==> images/placed.png <==
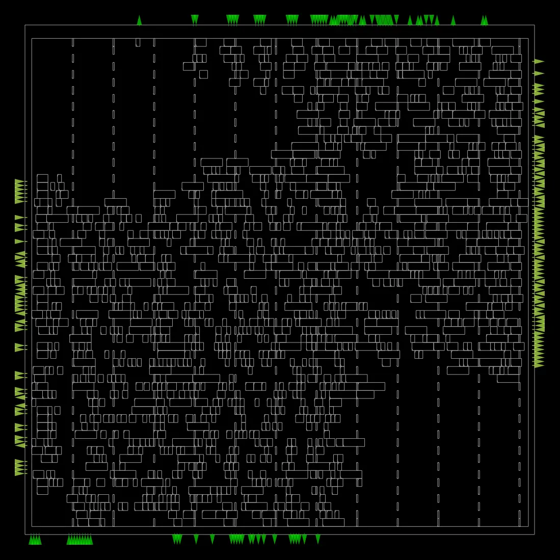
==> images/m2.png <==
(2 px per um)
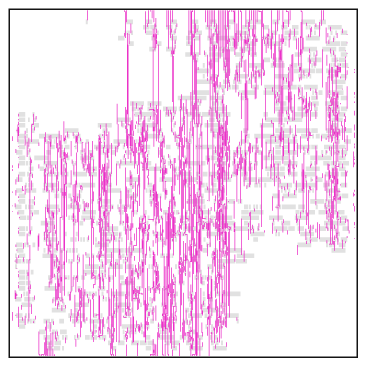
==> images/pinout.png <==
(3 px per um) Pins as bars across the die edge, other pins in grey.
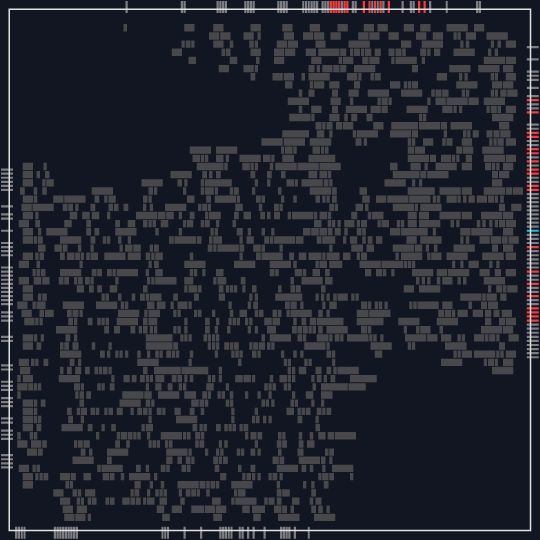
==> images/closeup.png <==
Region (67, 67) to (107, 107) um. Cells in grey, sequential cells in the stronger grey; small squares are vias.
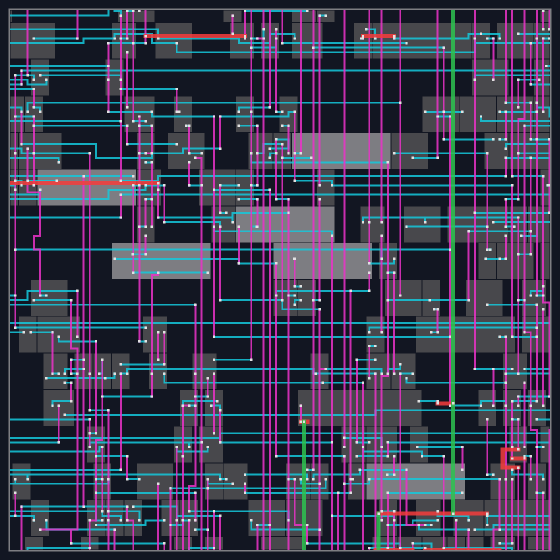
==> images/layers.png <==
(2 px per um) Only two layers are drawn.
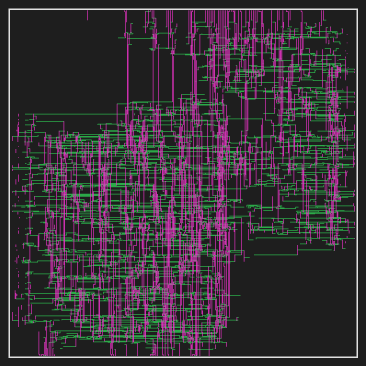
$ cat src/rtl/if_fetch_stage.sv
// if_fetch_stage: instruction-fetch stage of the 5-stage MIPS32 pipeline.
// Owns the PC, fetches from a combinational instruction ROM and loads the
// IF/ID pipeline register. It handles stall, flush and branch/jump redirects,
// and halts fetch once the PC runs past the end of the ROM.
// Optional build macro FETCH_PERF_CNT_EN adds the fetch and bubble counters.
module if_fetch_stage #(
    parameter logic [31:0] RESET_PC   = 32'h0000_0000,
    parameter logic [31:0] ADDR_LIMIT = 32'd32
) (
    input  logic        clk,
    input  logic        reset,
    input  logic        stall,
    input  logic        flush,
    input  logic        branch_taken,
    input  logic [31:0] branch_target,
    input  logic        jump,
    input  logic [31:0] jump_target,
    output logic [31:0] pc,
    input  logic [31:0] imem_instruction,
    output logic [31:0] if_id_pc4,
    output logic [31:0] if_id_instruction,
    output logic        if_id_valid
`ifdef FETCH_PERF_CNT_EN
    ,
    output logic [31:0] fetch_count,
    output logic [31:0] bubble_count
`endif
);

    typedef enum logic [1:0] {
        RUN  = 2'd0,
        PEND = 2'd1,
        HALT = 2'd2
    } state_t;

    state_t      state_q, state_d;
    logic [31:0] pc_d;
    logic [31:0] pend_q, pend_d;
    logic [31:0] pc_plus4;
    logic [31:0] raw_target;
    logic [31:0] target;
    logic        redirect;
    logic        load_valid;
    logic        load_bubble;

    // Redirect selection and next-state / next-PC decision.
    // The branch target takes priority over the jump target.
    // Flush is applied last so that it overrides both hold and capture.
    always_comb begin
        redirect    = branch_taken | jump;
        raw_target  = branch_taken ? branch_target : jump_target;
        target      = {raw_target[31:2], 2'b00};
        pc_plus4    = pc + 32'd4;
        state_d     = state_q;
        pc_d        = pc;
        pend_d      = pend_q;
        load_valid  = 1'b0;
        load_bubble = 1'b0;
        case (state_q)
            RUN: begin
                if (stall) begin
                    if (redirect) begin
                        pend_d  = target;
                        state_d = PEND;
                    end
                end else if (redirect) begin
                    pc_d        = target;
                    load_bubble = 1'b1;
                end else if (pc < ADDR_LIMIT) begin
                    pc_d       = pc_plus4;
                    load_valid = 1'b1;
                end else begin
                    load_bubble = 1'b1;
                    state_d     = HALT;
                end
            end
            PEND: begin
                // The oldest redirect is kept. New requests are ignored until the stall releases.
                if (!stall) begin
                    pc_d        = pend_q;
                    load_bubble = 1'b1;
                    state_d     = RUN;
                end
            end
            HALT: begin
                if (redirect) begin
                    pc_d        = target;
                    load_bubble = 1'b1;
                    state_d     = RUN;
                end
            end
            default: begin
                state_d = RUN;
            end
        endcase
        if (flush) begin
            load_bubble = 1'b1;
            load_valid  = 1'b0;
        end
    end

    // State, PC and pending-target registers.
    always_ff @(posedge clk) begin
        if (!reset) begin
            state_q <= RUN;
            pc      <= RESET_PC;
            pend_q  <= '0;
        end else begin
            state_q <= state_d;
            pc      <= pc_d;
            pend_q  <= pend_d;
        end
    end

    // IF/ID pipeline register: load a bubble, capture a fetched word, or hold.
    always_ff @(posedge clk) begin
        if (!reset) begin
            if_id_pc4         <= '0;
            if_id_instruction <= '0;
            if_id_valid       <= 1'b0;
        end else if (load_bubble) begin
            if_id_pc4         <= '0;
            if_id_instruction <= '0;
            if_id_valid       <= 1'b0;
        end else if (load_valid) begin
            if_id_pc4         <= pc_plus4;
            if_id_instruction <= imem_instruction;
            if_id_valid       <= 1'b1;
        end
    end

`ifdef FETCH_PERF_CNT_EN
    // Performance counters for valid captures and bubble loads. Both wrap at 2^32.
    always_ff @(posedge clk) begin
        if (!reset) begin
            fetch_count  <= '0;
            bubble_count <= '0;
        end else begin
            if (load_valid) begin
                fetch_count <= fetch_count + 32'd1;
            end
            if (load_bubble) begin
                bubble_count <= bubble_count + 32'd1;
            end
        end
    end
`endif

endmodule

$ cat config.mk
export PLATFORM = sky130hd
export DESIGN_NAME = if_fetch_stage
export DESIGN_NICKNAME = d
export VERILOG_FILES = /design/src/rtl/if_fetch_stage.sv
export SDC_FILE = /design/constraint.sdc
export NUM_CORES = 1
export LEC_CHECK = 0
export ABC_AREA = 1
export ABC_CLOCK_PERIOD_IN_PS = 2100
export CELL_PAD_IN_SITES_DETAIL_PLACEMENT = 0
export CELL_PAD_IN_SITES_GLOBAL_PLACEMENT = 2
export CORE_MARGIN = 2
export CORE_UTILIZATION = 25
export DETAILED_ROUTE_END_ITERATION = 7
export GPL_TIMING_DRIVEN = 1
export HOLD_SLACK_MARGIN = 0.1
export MAX_ROUTING_LAYER = met4
export PLACE_DENSITY = 0.85
export SYNTH_ARGS = -nofsm -noshare
export SYNTH_HDL_FRONTEND = slang
export SYNTH_SLANG_ARGS = --single-unit
$ cat constraint.sdc
create_clock -name clk -period 2.1 [get_ports clk]
set_input_delay 0.42 -clock clk [delete_from_list [all_inputs] [get_ports clk]]
set_output_delay 0.42 -clock clk [all_outputs]
set_load 0.05 [all_outputs]
==> flow_metrics.env <==
# yosys + openroad results
export IMPL_finalClockPeriodUsage_pct=97.9
export IMPL_synthToLayoutAreaGrowth_pct=42.5
export IMPL_crit_path_start_kind="flop"
export IMPL_worst_r2r_cell_count=11
export IMPL_htreeDepth=4
export IMPL_die_x_um=173
export IMPL_top_cells_by_count="270 x nand2_1, 175 x nor2_1, 125 x dfxtp_1"
export IMPL_fin_ws_ns=0.0437
export IMPL_wl_met1_mm=11.6
export IMPL_finalSetupViolCount=0
export IMPL_pwr_density_cell_nw_per_um2=778
export IMPL_crit_end="pc[30]"
export IMPL_num_vias=7639
export IMPL_fin_area_um2=10200
export IMPL_die_area_um2=30000
export IMPL_root_buffer="clkbuf_16"
export IMPL_clock_latency_ns=0.42
export IMPL_num_rows=61
export IMPL_dp_hpwl_mm=18.5
export IMPL_grt_pass1_vias=7257
export IMPL_grt_first_pass_wirelength_mm=39.3
export IMPL_nFillCells=3120
export IMPL_comb_power_uw=2230
export IMPL_irDropWorstVdd_v=0.000549
export IMPL_outcome="complete, no violations"
Back to the opening pictures, placed.png:
floorplan core area: 28000 um2
Seq cells: 125

Back to the opening pictures, m2.png:
The layer carries 11800 um of wire. The longest straight run is 80.9 um. The wires run mostly vertical. The layer holds 48% of the routed length. 1056 nets have wire on it.

Back to the opening pictures, pinout.png:
`imem_instruction`: marked red, pins 32, direction input, edge 19 right, 13 top. `stall`: marked cyan, pins 1, direction input, edge right.

Back to the opening pictures, closeup.png:
M4: marked green. M1: marked cyan. M3: marked red. M2: marked magenta.
Sequential cells in the window: 6. 113 logic cells have their middle in the window. Most frequent: nand2_1 (20), nor2_1 (20), buf_4 (17). Netlist names of flops here include `pc` (6).

Back to the opening pictures, layers.png:
M1: marked green, wire length 11600 um. M2: marked magenta, wire length 11800 um.

registers in the layout, summed over array words and instances, names as in the netlist:
signal / count
state_q: 2
if_id_pc4: 30
pc: 30
if_id_valid: 1
if_id_instruction: 32
pend_q: 30
worst min-delay path by stage:
stage                     to  slack [ns]           from  depth (start not counted)
6_report        if_id_pc4[9]        0.44   if_id_pc4[9]                          2
3_3_place_gp   if_id_pc4[21]        0.43  if_id_pc4[21]                          2
3_5_place_dp    if_id_pc4[9]        0.43   if_id_pc4[9]                          2
2_1_floorplan      pend_q[2]        0.42      pend_q[2]                          2
5_1_grt         if_id_pc4[9]        0.46   if_id_pc4[9]                          2
4_1_cts         if_id_pc4[9]        0.44   if_id_pc4[9]                          2
